Figure 1. Clock nets (run 1).
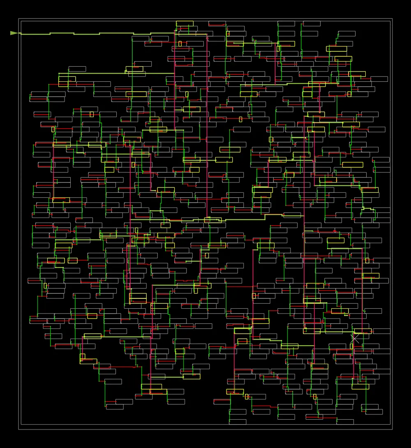
Figure 2. Wire density map (run 1).
The die is cut into 20 by 22 equal tiles; white is low, dark blue is high, scaled to the fullest tile. Values are wire area over tile area, all layers added.
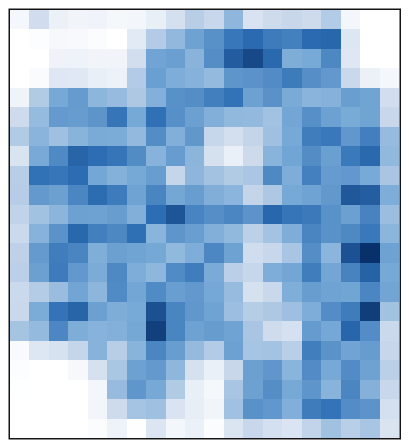
Figure 3. A small window of the routed layout (run 1).
Bar = 5 µm. Region (91, 145) to (111, 165) µm. Cells in grey, sequential cells in the stronger grey; small squares are vias.
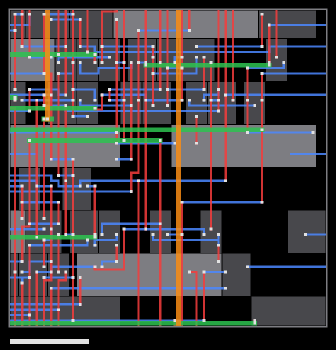
Figure 4. Logic cells by family (run 1).
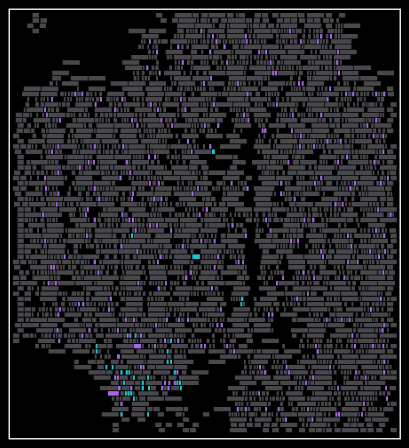
### config.mk
export PLATFORM = sky130hd
export DESIGN_NAME = biriscv_fetch_resp_buffer_flat
export DESIGN_NICKNAME = d
export VERILOG_FILES = /design/src/rtl/biriscv_fetch_resp_buffer_if.sv /design/src/rtl/biriscv_fetch_resp_buffer.sv /design/src/flat_wrapper.sv
export SDC_FILE = /design/constraint.sdc
export NUM_CORES = 1
export LEC_CHECK = 0
export ABC_AREA = 1
export CAP_MARGIN = 30
export CORE_ASPECT_RATIO = 1.1
export CORE_UTILIZATION = 58
export CTS_CLUSTER_DIAMETER = 200
export DETAILED_ROUTE_END_ITERATION = 8
export PLACE_DENSITY = 0.89
export SETUP_SLACK_MARGIN = 0.4
export SLEW_MARGIN = 20
export SYNTH_ARGS = -nofsm -noshare
export SYNTH_HDL_FRONTEND = slang
export SYNTH_SLANG_ARGS = --single-unit
### constraint.sdc
create_clock -name clk_i -period 4 [get_ports clk_i]
set_input_delay 0.4 -clock clk_i [delete_from_list [all_inputs] [get_ports clk_i]]
set_output_delay 0.4 -clock clk_i [all_outputs]
set_load 0.02 [all_outputs]
### src/rtl/biriscv_fetch_resp_buffer_if.sv
// Bus bundle for the fetch response buffer: fetch-side request port,
// icache request/response port and the buffered output stream.
// The slave modport is the buffer's view; master is the surrounding logic.
interface biriscv_fetch_resp_buffer_if;
  // fetch stage request
  logic        fe_rd_i;
  logic [31:0] fe_pc_i;
  logic [1:0]  fe_priv_i;
  logic        fe_accept_o;
  // icache request
  logic        ic_rd_o;
  logic [31:0] ic_pc_o;
  logic [1:0]  ic_priv_o;
  logic        ic_accept_i;
  // icache response
  logic        ic_valid_i;
  logic [63:0] ic_inst_i;
  logic        ic_error_i;
  logic        ic_page_fault_i;
  // buffered output stream
  logic        out_valid_o;
  logic        out_ready_i;
  logic [63:0] out_inst_o;
  logic [31:0] out_pc_o;
  logic        out_error_o;
  logic        out_page_fault_o;

  modport slave (
    input  fe_rd_i, fe_pc_i, fe_priv_i,
    output fe_accept_o,
    output ic_rd_o, ic_pc_o, ic_priv_o,
    input  ic_accept_i,
    input  ic_valid_i, ic_inst_i, ic_error_i, ic_page_fault_i,
    output out_valid_o, out_inst_o, out_pc_o, out_error_o, out_page_fault_o,
    input  out_ready_i
  );

  modport master (
    output fe_rd_i, fe_pc_i, fe_priv_i,
    input  fe_accept_o,
    input  ic_rd_o, ic_pc_o, ic_priv_o,
    output ic_accept_i,
    output ic_valid_i, ic_inst_i, ic_error_i, ic_page_fault_i,
    input  out_valid_o, out_inst_o, out_pc_o, out_error_o, out_page_fault_o,
    output out_ready_i
  );
endinterface

### src/rtl/biriscv_fetch_resp_buffer.sv
// Fetch response buffer: tracks outstanding icache reads, tags each with its
// PC and queues responses in a small FIFO. A flush empties the FIFO and turns
// every in-flight read into a stale one whose response is silently discarded.
// Credits (stale + live + buffered) never exceed DEPTH, so every live read
// always owns a FIFO slot and the FIFO cannot overflow.
module biriscv_fetch_resp_buffer #(
  parameter int DEPTH   = 4,
  parameter int DEPTH_W = 2
) (
  input  logic                            clk_i,
  input  logic                            rst_ni,
  input  logic                            flush_i,
  biriscv_fetch_resp_buffer_if.slave      bus,
  output logic                            protocol_err_o
);

  localparam int CNT_W = DEPTH_W + 1;
  // wide enough that the credit sum can never wrap, even if counters misbehave
  localparam int SUM_W = DEPTH_W + 3;

  // state
  logic [CNT_W-1:0]   count_r;
  logic [CNT_W-1:0]   live_cnt_r;
  logic [CNT_W-1:0]   stale_cnt_r;
  logic [DEPTH_W-1:0] wr_ptr_r;
  logic [DEPTH_W-1:0] rd_ptr_r;
  logic [DEPTH_W-1:0] pcq_wr_r;
  logic [DEPTH_W-1:0] pcq_rd_r;
  logic               valid_r;
  logic               protocol_err_r;
  logic [31:0]        pcq_r     [DEPTH];
  logic [63:0]        inst_mem_r[DEPTH];
  logic [31:0]        pc_mem_r  [DEPTH];
  logic               err_mem_r [DEPTH];
  logic               pf_mem_r  [DEPTH];

  // combinational
  logic [SUM_W-1:0]   credit_sum_s;
  logic               credit_ok_s;
  logic               ic_rd_s;
  logic               issue_s;
  logic               resp_owed_s;
  logic               unsolicited_s;
  logic               push_s;
  logic               stale_drop_s;
  logic               pop_s;
  logic [CNT_W-1:0]   count_next_s;
  logic [CNT_W-1:0]   live_cnt_next_s;
  logic [CNT_W-1:0]   stale_cnt_next_s;

  // request side: issue only with a free credit and never during a flush
  always_comb begin
    credit_sum_s = SUM_W'(stale_cnt_r) + SUM_W'(live_cnt_r) + SUM_W'(count_r);
    credit_ok_s  = (credit_sum_s < SUM_W'(DEPTH));
    ic_rd_s      = bus.fe_rd_i & credit_ok_s & ~flush_i;
    issue_s      = ic_rd_s & bus.ic_accept_i;
  end

  assign bus.ic_rd_o     = ic_rd_s;
  assign bus.fe_accept_o = issue_s;
  assign bus.ic_pc_o     = bus.fe_pc_i;
  assign bus.ic_priv_o   = bus.fe_priv_i;

  // response classification: stale responses are owed first, then live ones
  always_comb begin
    resp_owed_s   = (stale_cnt_r != CNT_W'(0)) | (live_cnt_r != CNT_W'(0));
    unsolicited_s = bus.ic_valid_i & ~resp_owed_s;
    stale_drop_s  = bus.ic_valid_i & ~flush_i & (stale_cnt_r != CNT_W'(0));
    push_s        = bus.ic_valid_i & ~flush_i & (stale_cnt_r == CNT_W'(0)) &
                    (live_cnt_r != CNT_W'(0));
    pop_s         = valid_r & bus.out_ready_i & ~flush_i;
  end

  // next counter values; a flush converts live reads into stale ones
  always_comb begin
    count_next_s     = count_r;
    live_cnt_next_s  = live_cnt_r;
    stale_cnt_next_s = stale_cnt_r;
    if (flush_i) begin
      count_next_s     = CNT_W'(0);
      live_cnt_next_s  = CNT_W'(0);
      stale_cnt_next_s = stale_cnt_r + live_cnt_r -
                         CNT_W'(bus.ic_valid_i & resp_owed_s);
    end else begin
      count_next_s     = count_r + CNT_W'(push_s) - CNT_W'(pop_s);
      live_cnt_next_s  = live_cnt_r + CNT_W'(issue_s) - CNT_W'(push_s);
      stale_cnt_next_s = stale_cnt_r - CNT_W'(stale_drop_s);
    end
  end

  // counters, pointers, head-valid flag and sticky protocol error
  always_ff @(posedge clk_i or negedge rst_ni) begin
    if (!rst_ni) begin
      count_r        <= '0;
      live_cnt_r     <= '0;
      stale_cnt_r    <= '0;
      wr_ptr_r       <= '0;
      rd_ptr_r       <= '0;
      pcq_wr_r       <= '0;
      pcq_rd_r       <= '0;
      valid_r        <= 1'b0;
      protocol_err_r <= 1'b0;
    end else begin
      count_r     <= count_next_s;
      live_cnt_r  <= live_cnt_next_s;
      stale_cnt_r <= stale_cnt_next_s;
      valid_r     <= (count_next_s != CNT_W'(0));
      if (unsolicited_s) begin
        protocol_err_r <= 1'b1;
      end
      if (flush_i) begin
        wr_ptr_r <= '0;
        rd_ptr_r <= '0;
        pcq_wr_r <= '0;
        pcq_rd_r <= '0;
      end else begin
        if (push_s) begin
          wr_ptr_r <= wr_ptr_r + DEPTH_W'(1);
          pcq_rd_r <= pcq_rd_r + DEPTH_W'(1);
        end
        if (pop_s) begin
          rd_ptr_r <= rd_ptr_r + DEPTH_W'(1);
        end
        if (issue_s) begin
          pcq_wr_r <= pcq_wr_r + DEPTH_W'(1);
        end
      end
    end
  end

  // storage: PC queue written on issue, response FIFO written on live response
  always_ff @(posedge clk_i or negedge rst_ni) begin
    if (!rst_ni) begin
      for (int i = 0; i < DEPTH; i++) begin
        pcq_r[i]      <= 32'h0000_0000;
        inst_mem_r[i] <= 64'h0000_0000_0000_0000;
        pc_mem_r[i]   <= 32'h0000_0000;
        err_mem_r[i]  <= 1'b0;
        pf_mem_r[i]   <= 1'b0;
      end
    end else begin
      if (issue_s) begin
        pcq_r[pcq_wr_r] <= bus.fe_pc_i;
      end
      if (push_s) begin
        inst_mem_r[wr_ptr_r] <= bus.ic_inst_i;
        pc_mem_r[wr_ptr_r]   <= pcq_r[pcq_rd_r];
        err_mem_r[wr_ptr_r]  <= bus.ic_error_i;
        pf_mem_r[wr_ptr_r]   <= bus.ic_page_fault_i;
      end
    end
  end

  assign bus.out_valid_o      = valid_r;
  assign bus.out_inst_o       = inst_mem_r[rd_ptr_r];
  assign bus.out_pc_o         = pc_mem_r[rd_ptr_r];
  assign bus.out_error_o      = err_mem_r[rd_ptr_r];
  assign bus.out_page_fault_o = pf_mem_r[rd_ptr_r];
  assign protocol_err_o       = protocol_err_r;

  biriscv_fetch_resp_buffer_chk #(
    .DEPTH   (DEPTH),
    .DEPTH_W (DEPTH_W)
  ) u_chk (
    .clk_i       (clk_i),
    .rst_ni      (rst_ni),
    .push_i      (push_s),
    .pop_i       (pop_s),
    .valid_i     (valid_r),
    .count_i     (count_r),
    .live_cnt_i  (live_cnt_r),
    .stale_cnt_i (stale_cnt_r)
  );

endmodule

// Invariant checks for the fetch response buffer's credit accounting.
module biriscv_fetch_resp_buffer_chk #(
  parameter int DEPTH   = 4,
  parameter int DEPTH_W = 2
) (
  input logic               clk_i,
  input logic               rst_ni,
  input logic               push_i,
  input logic               pop_i,
  input logic               valid_i,
  input logic [DEPTH_W:0]   count_i,
  input logic [DEPTH_W:0]   live_cnt_i,
  input logic [DEPTH_W:0]   stale_cnt_i
);

  a_no_overflow: assert property (@(posedge clk_i) disable iff (!rst_ni)
    !(push_i && (count_i == (DEPTH_W+1)'(DEPTH))));

  a_no_underflow: assert property (@(posedge clk_i) disable iff (!rst_ni)
    !(pop_i && (count_i == (DEPTH_W+1)'(0))));

  a_valid_matches_count: assert property (@(posedge clk_i) disable iff (!rst_ni)
    valid_i == (count_i != (DEPTH_W+1)'(0)));

  a_credit_bound: assert property (@(posedge clk_i) disable iff (!rst_ni)
    ((DEPTH_W+3)'(count_i) + (DEPTH_W+3)'(live_cnt_i) + (DEPTH_W+3)'(stale_cnt_i))
      <= (DEPTH_W+3)'(DEPTH));

endmodule

### src/flat_wrapper.sv
// flat-port wrapper written by rule: the top's interface ports become plain ports
module biriscv_fetch_resp_buffer_flat 
#(
  parameter int DEPTH   = 4,
  parameter int DEPTH_W = 2
)
  (clk_i, rst_ni, flush_i, protocol_err_o, bus_fe_rd_i, bus_fe_pc_i, bus_fe_priv_i, bus_fe_accept_o, bus_ic_rd_o, bus_ic_pc_o, bus_ic_priv_o, bus_ic_accept_i, bus_ic_valid_i, bus_ic_inst_i, bus_ic_error_i, bus_ic_page_fault_i, bus_out_valid_o, bus_out_inst_o, bus_out_pc_o, bus_out_error_o, bus_out_page_fault_o, bus_out_ready_i);
  biriscv_fetch_resp_buffer_if bus_i ();
  input  logic clk_i;
  input  logic rst_ni;
  input  logic flush_i;
  output logic protocol_err_o;
  input wire logic [$bits(bus_i.fe_rd_i)-1:0] bus_fe_rd_i;
  input wire logic [$bits(bus_i.fe_pc_i)-1:0] bus_fe_pc_i;
  input wire logic [$bits(bus_i.fe_priv_i)-1:0] bus_fe_priv_i;
  output wire logic [$bits(bus_i.fe_accept_o)-1:0] bus_fe_accept_o;
  output wire logic [$bits(bus_i.ic_rd_o)-1:0] bus_ic_rd_o;
  output wire logic [$bits(bus_i.ic_pc_o)-1:0] bus_ic_pc_o;
  output wire logic [$bits(bus_i.ic_priv_o)-1:0] bus_ic_priv_o;
  input wire logic [$bits(bus_i.ic_accept_i)-1:0] bus_ic_accept_i;
  input wire logic [$bits(bus_i.ic_valid_i)-1:0] bus_ic_valid_i;
  input wire logic [$bits(bus_i.ic_inst_i)-1:0] bus_ic_inst_i;
  input wire logic [$bits(bus_i.ic_error_i)-1:0] bus_ic_error_i;
  input wire logic [$bits(bus_i.ic_page_fault_i)-1:0] bus_ic_page_fault_i;
  output wire logic [$bits(bus_i.out_valid_o)-1:0] bus_out_valid_o;
  output wire logic [$bits(bus_i.out_inst_o)-1:0] bus_out_inst_o;
  output wire logic [$bits(bus_i.out_pc_o)-1:0] bus_out_pc_o;
  output wire logic [$bits(bus_i.out_error_o)-1:0] bus_out_error_o;
  output wire logic [$bits(bus_i.out_page_fault_o)-1:0] bus_out_page_fault_o;
  input wire logic [$bits(bus_i.out_ready_i)-1:0] bus_out_ready_i;
  assign bus_i.fe_rd_i = bus_fe_rd_i;
  assign bus_i.fe_pc_i = bus_fe_pc_i;
  assign bus_i.fe_priv_i = bus_fe_priv_i;
  assign bus_fe_accept_o = bus_i.fe_accept_o;
  assign bus_ic_rd_o = bus_i.ic_rd_o;
  assign bus_ic_pc_o = bus_i.ic_pc_o;
  assign bus_ic_priv_o = bus_i.ic_priv_o;
  assign bus_i.ic_accept_i = bus_ic_accept_i;
  assign bus_i.ic_valid_i = bus_ic_valid_i;
  assign bus_i.ic_inst_i = bus_ic_inst_i;
  assign bus_i.ic_error_i = bus_ic_error_i;
  assign bus_i.ic_page_fault_i = bus_ic_page_fault_i;
  assign bus_out_valid_o = bus_i.out_valid_o;
  assign bus_out_inst_o = bus_i.out_inst_o;
  assign bus_out_pc_o = bus_i.out_pc_o;
  assign bus_out_error_o = bus_i.out_error_o;
  assign bus_out_page_fault_o = bus_i.out_page_fault_o;
  assign bus_i.out_ready_i = bus_out_ready_i;
  biriscv_fetch_resp_buffer #(.DEPTH(DEPTH), .DEPTH_W(DEPTH_W)) u_core (.clk_i(clk_i), .rst_ni(rst_ni), .flush_i(flush_i), .bus(bus_i), .protocol_err_o(protocol_err_o));
endmodule
==> results.ini, run 1 <==
[flow_run]
warnings = 44

[routing]
drt-wirelength-per-cell_um = 19.7
met2_length_mm = 36.8
initialDrtViolationCount = 3206
post_drt_via_cell_ratio = 6.28
routed_wl_mm = 75.8
drc = 1
drt_pre_antenna_iters = 9

[synthesis]
asyncSetResetFlopFracSynth_pct = 100
synth.top_cells.by_area = dfrtp_1 (53%), nand2_1 (16%), nand3_1 (7.9%), o21ai_0 (5.2%), nor2_1 (4.1%)
ys_ff = 539
yosys_most_used_dff = dfrtp_1
mux_area_share_pct = 0.0393
yosys-stat-cells = 3193

[critical_path]
cp.arrival_ns = 3.18
reg2reg_from = u_core.live_cnt_r[0]
worst_setup_path_endpoint = bus_out_inst_o[0]

[final_layout]
post-route-util_pct = 68.7
multi_input_gate_area_um2 = 10600
nets = 3378

[clocking]
cts.htree.levels = 2
cell_at_the_root_of_the_clock_tree = clkbuf_16

[timing]
finalSetupViolations = 0
tns_ns = 0
rsz0062_at_grt = yes
timing.max_slew.rel_slack_pct = 30.4

[global_route]
grt_max_degree = 159
global_route.usage.met2_pct = 54.8
globalRouteOverflowTotal = 0
first_global_vias = 23200

[outcome]
outcome = finished, violations left
violations = design-rule violations

[power_and_ir_drop]
leakage_nw = 15.7
total_power_mw = 16.4

[min_path]
whs_endpoint = u_core.pcq_r[83]

[place]
detailedPlacementHpwl_mm = 42.0

Back to the opening pictures, Figure 1:
power consumed by the clock network: 5.31 mW
clock insertion delay at the later pin of the skew report: 0.61 ns
tally of clock buffers in the finished layout: 81
clock sink total: 539
clk_skew: 0.00798 ns

Back to the opening pictures, Figure 2:
fullest tile = 0.67
tiles over half the peak = 45%
mean over tiles = 0.29
nearly empty tiles = 6.4%

Back to the opening pictures, Figure 3:
green -> M3
blue -> M1
orange -> M4
red -> M2
netlist names of flops here include = u_core.pc_mem_r (4)
most frequent = nand2_1 (10), nor2_1 (5), nand3_1 (5)
sequential cells in the window = 4
cells with their middle in the window = 35

Back to the opening pictures, Figure 4:
cyan -> inv cells  # cells 34
purple -> nor cells  # cells 279, where spread over the die

==> run 1: state kept, by name, summed over array words and instances (netlist names) <==
signal                  flops
u_core.inst_mem_r         256
u_core.pcq_wr_r             2
u_core.live_cnt_r           3
u_core.pf_mem_r             4
u_core.pcq_rd_r             2
u_core.protocol_err_o       1
u_core.wr_ptr_r             2
u_core.pcq_r              128
u_core.bus.out_valid_o      1
u_core.err_mem_r            4
u_core.count_r              3
u_core.rd_ptr_r             2
u_core.pc_mem_r           128
u_core.stale_cnt_r          3
==> run 1: power breakdown <==
group / internal, mW / switching [mW]
Sequential: 6.11 / 0.392
Combinational: 1.73 / 2.90
Clock: 3.19 / 2.12
==> run 1: worst max-delay path, cell delays in order (launching register included) <==
cell and delay [ns]:
dfrtp_4 0.48, buf_4 0.74, o21ai_0 0.28, o22ai_1 0.29, clkdlybuf4s50_1 0.65
==> run 1: repair_timing <==
item / CTS / global route
hold endpoints to repair: 70 / 0
endpoints found under the setup margin: 4 / 5
hold buffers: 1 / 0
gates resized: 3 / 3
==> run 1: Yosys cell counts (2+ instances only) <==
cell / number
nor2_1: 276
o21ai_0: 265
buf_2: 58
fa_1: 4
xnor2_1: 3
buf_4: 34
buf_1: 7
xor2_1: 3
nand4_1: 128
nand3_1: 403
a21oi_1: 3
o22ai_1: 130
nor3_1: 2
nand2_1: 1072
ha_1: 22
inv_1: 32
clkbuf_1: 205
dfrtp_1: 539
==> run 1: final cells by class <==
type	instances	area share, %
Tap cell	574	2.41
Sequential cell	539	45.3
Multi-Input combinational cell	2316	35.5
Inverter	34	0.458
Timing Repair Buffer	300	10.1
Clock buffer	81	5.49
Clock inverter	14	0.748
==> run 2: changes to the inputs <==
Settings changed: HOLD_SLACK_MARGIN set to 0.12.
Figure 5. A small window of the routed layout (run 2).
Bar = 5 µm. Region (91, 145) to (111, 165) µm. Cells in grey, sequential cells in the stronger grey; small squares are vias.
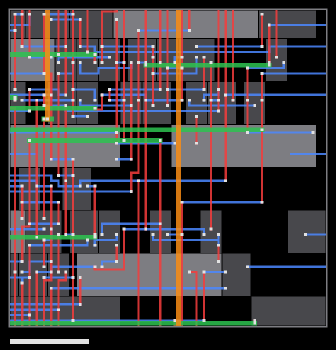
red -> M2
green -> M3
orange -> M4
blue -> M1
netlist names of flops here include = u_core.pc_mem_r (4)
most frequent = nand2_1 (10), nor2_1 (5), nand3_1 (5)
cells with their middle in the window = 35
sequential cells in the window = 4

==> run 2 against run 1 <==
The run still ends with design-rule violations left. Worst hold slack is the same. Sequential share of layout area is the same. Clock skew unchanged. Global-route usage stayed put. Clock-buffer cell count unchanged. Wire length stayed put. Combinational power hardly changed. Largest power group unchanged.
==> results.ini, run 2 <==
[floorplanning]
ioPinCount = 243
placement_rows = 80
core_um2 = 43300
die_h_um = 222

[synthesis]
yosys-stat-cells = 3193  ; unchanged
asyncSetResetFlopFracSynth_pct = 100  ; unchanged
yosys_most_used_dff = dfrtp_1
synth.top_cells.by_count = nand2_1 (1072), dfrtp_1 (539), nand3_1 (403), nor2_1 (276), o21ai_0 (265)
synth_sequential_area_ratio_pct = 53.0
netlist_instances = 3193
most_common_cell = nand2_1
ys_warn_count = 0
ys_ff = 539  ; unchanged
synth.top_cells.by_area = dfrtp_1 (53%), nand2_1 (16%), nand3_1 (7.9%), o21ai_0 (5.2%), nor2_1 (4.1%)
netlist-cell-type-count = 25
synth_largest_type_area_fraction_pct = 53.0
syn-cell-area_um2 = 25500

[final_layout]
layout_top_cell_excl_fill_tap = nand2_1
largest_reg_flops = 256  ; unchanged
largest_register = u_core.inst_mem_r
layout_top_registers = u_core.inst_mem_r: 256 flops, u_core.pc_mem_r: 128 flops, u_core.pcq_r: 128 flops
share_of_post_route_cells_with_drive_strength_above_1_pct = 4.93
mostFrequentLayoutCells = nand2_1 (1068), dfrtp_1 (536), nand3_1 (403), nor2_1 (275), o21ai_0 (265)
nets = 3378  ; unchanged
layout-area-overhead-vs-synth_pct = 17.0
post-route-util_pct = 68.7  ; unchanged

[timing]
max_slew.worst_pin.slew_ns = 1.04
finalSetupViolations = 0  ; unchanged
fmax_mhz = 279
timing.max_slew.rel_slack_pct = 30.4  ; unchanged
hold_violations = 0
finalMaxSlewViolations = 0
finClkSkew_ns = 0.00798  ; unchanged
tns_ns = 0  ; unchanged
rsz0062_at_grt = yes
min_period_over_period_pct = 89.5

[clocking]
cts.htree.levels = 2  ; unchanged
post_cts_resize_count = 3  ; unchanged
cts_sinks = 539  ; unchanged
insertion_delay_ns = 0.61  ; about the same
cts.hold.buffers_added = 1  ; unchanged
clkSlewWorstSetupHoldPaths_ns = 0.06
cts.repair_timing.setup_buffer_count = 0
cell_at_the_root_of_the_clock_tree = clkbuf_16
maximum_buffer_depth_of_the_clock_tree = 3

[power_and_ir_drop]
comb_power_mw = 4.63  ; about the same
power_clock_mw = 5.31  ; about the same
power.density_nw_per_um2 = 552
sequentialPower_mw = 6.51  ; about the same
leakage_nw = 15.7  ; unchanged
max-vdd-ir-drop_mv = 0.364
comb_power_share_pct = 28.1  ; about the same
internal-power_mw = 11.0  ; unchanged
dominant_power_group = sequential cells
seqPwrFrac_pct = 39.6  ; about the same
switching_fraction_of_total_power_pct = 32.9  ; unchanged
power_frac_clock_pct = 32.3  ; about the same
switching_power_mw = 5.42  ; unchanged

[global_route]
use_met1_pct = 43.8
grt_pass1_wl_mm = 120
first_global_vias = 23200  ; unchanged
antenna_found_initial = 1
globalRouteOverflowTotal = 0  ; unchanged
global_route.usage.met2_pct = 54.8  ; unchanged
grt_max_degree = 159  ; unchanged

[place]
globalplace.congestion = 0.836
buffer_ports.inserted = 238
detailedPlacementHpwl_mm = 42.0  ; unchanged

[outcome]
violations = design-rule violations
outcome = finished, violations left

[routing]
post_drt_via_cell_ratio = 6.28  ; unchanged
postRouteAntennaNets = 0
initialDrtViolationCount = 3206  ; unchanged
routed_wl_mm = 75.8  ; unchanged
met2_length_mm = 36.8  ; unchanged
drt-wirelength-per-cell_um = 19.7  ; unchanged
drt_pre_antenna_iters = 9  ; unchanged
drc = 1  ; unchanged

[min_path]
holdCritPathClass = in -> reg

[flow_run]
warnings = 44  ; unchanged

[critical_path]
cp.arrival_ns = 3.18  ; about the same
critical_path_peak_fanout = 94
worstSetupPathType = reg -> out

Figure 6. Clock nets (run 2).
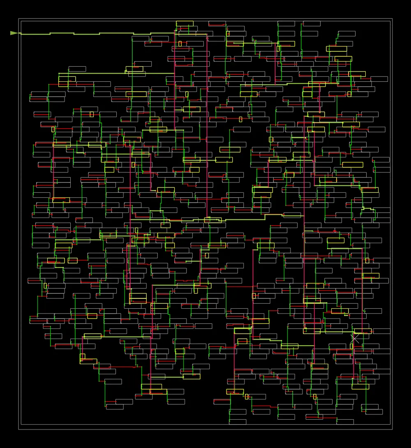
count of flip-flops and latches: 539
cts bufs inserted: 54

[run 2: cell counts after synthesis]
No cell type changed its count.
[run 2: worst paths after layout]
path | cells past startpoint | to | start | slack [ns]
worst min-delay path | 3 | u_core.pcq_r[83] | bus_ic_accept_i | 0.26
max in group asynchronous | 4 | u_core.inst_mem_r[61] | rst_ni | 2.32
worst max register to register | 17 | u_core.live_cnt_r[2] | u_core.live_cnt_r[0] | 0.62
worst max-delay path | 4 | bus_out_inst_o[0] | u_core.rd_ptr_r[0] | 0.42
min in group asynchronous | 2 | u_core.inst_mem_r[82] | rst_ni | 0.34
worst min register to register | 2 | u_core.pcq_r[54] | u_core.pcq_r[54] | 0.47
[run 2: cell families after synthesis]
logic type                 Yosys count  synth area share, %
xor gates and xnor gates             6                0.206
buffers and inverters              338                 5.77
muxes                                1               0.0393
AOI/OAI and AO/OA                  400                 8.52
adders and majority gates           26                 1.40
and+or+nand+nor                   1883                 31.1
DFF                                539                 53.0
[run 2: cell type report]
type                            instances  area [µm²]  share of cell area [%]
Clock inverter                         14         223                   0.748
Tap cell                              574         718                    2.41
Sequential cell                       539       13500                    45.3
Multi-Input combinational cell       2316       10600                    35.5
Clock buffer                           81        1640                    5.49
Timing Repair Buffer                  300        3000                    10.1
Inverter                               34         136                   0.458
[run 2: worst max-delay path, stage by stage, from the launching register on]
cell and delay, ns:
dfrtp_4 0.48, buf_4 0.74, o21ai_0 0.28, o22ai_1 0.29
clkdlybuf4s50_1 0.65
[run 2: per-stage QoR]
| step | total power [mW] | instances |
|---|---|---|
| after detailed placement | 11.1 | 3760 |
| after global placement | 10.9 | 3760 |
| after CTS | 16.4 | 3856 |
| final | 16.4 | 3858 |
| after global routing | 17.1 | 3858 |
| after floorplan | 9.10 | 3193 |
Power and IR drop assume default switching activity.
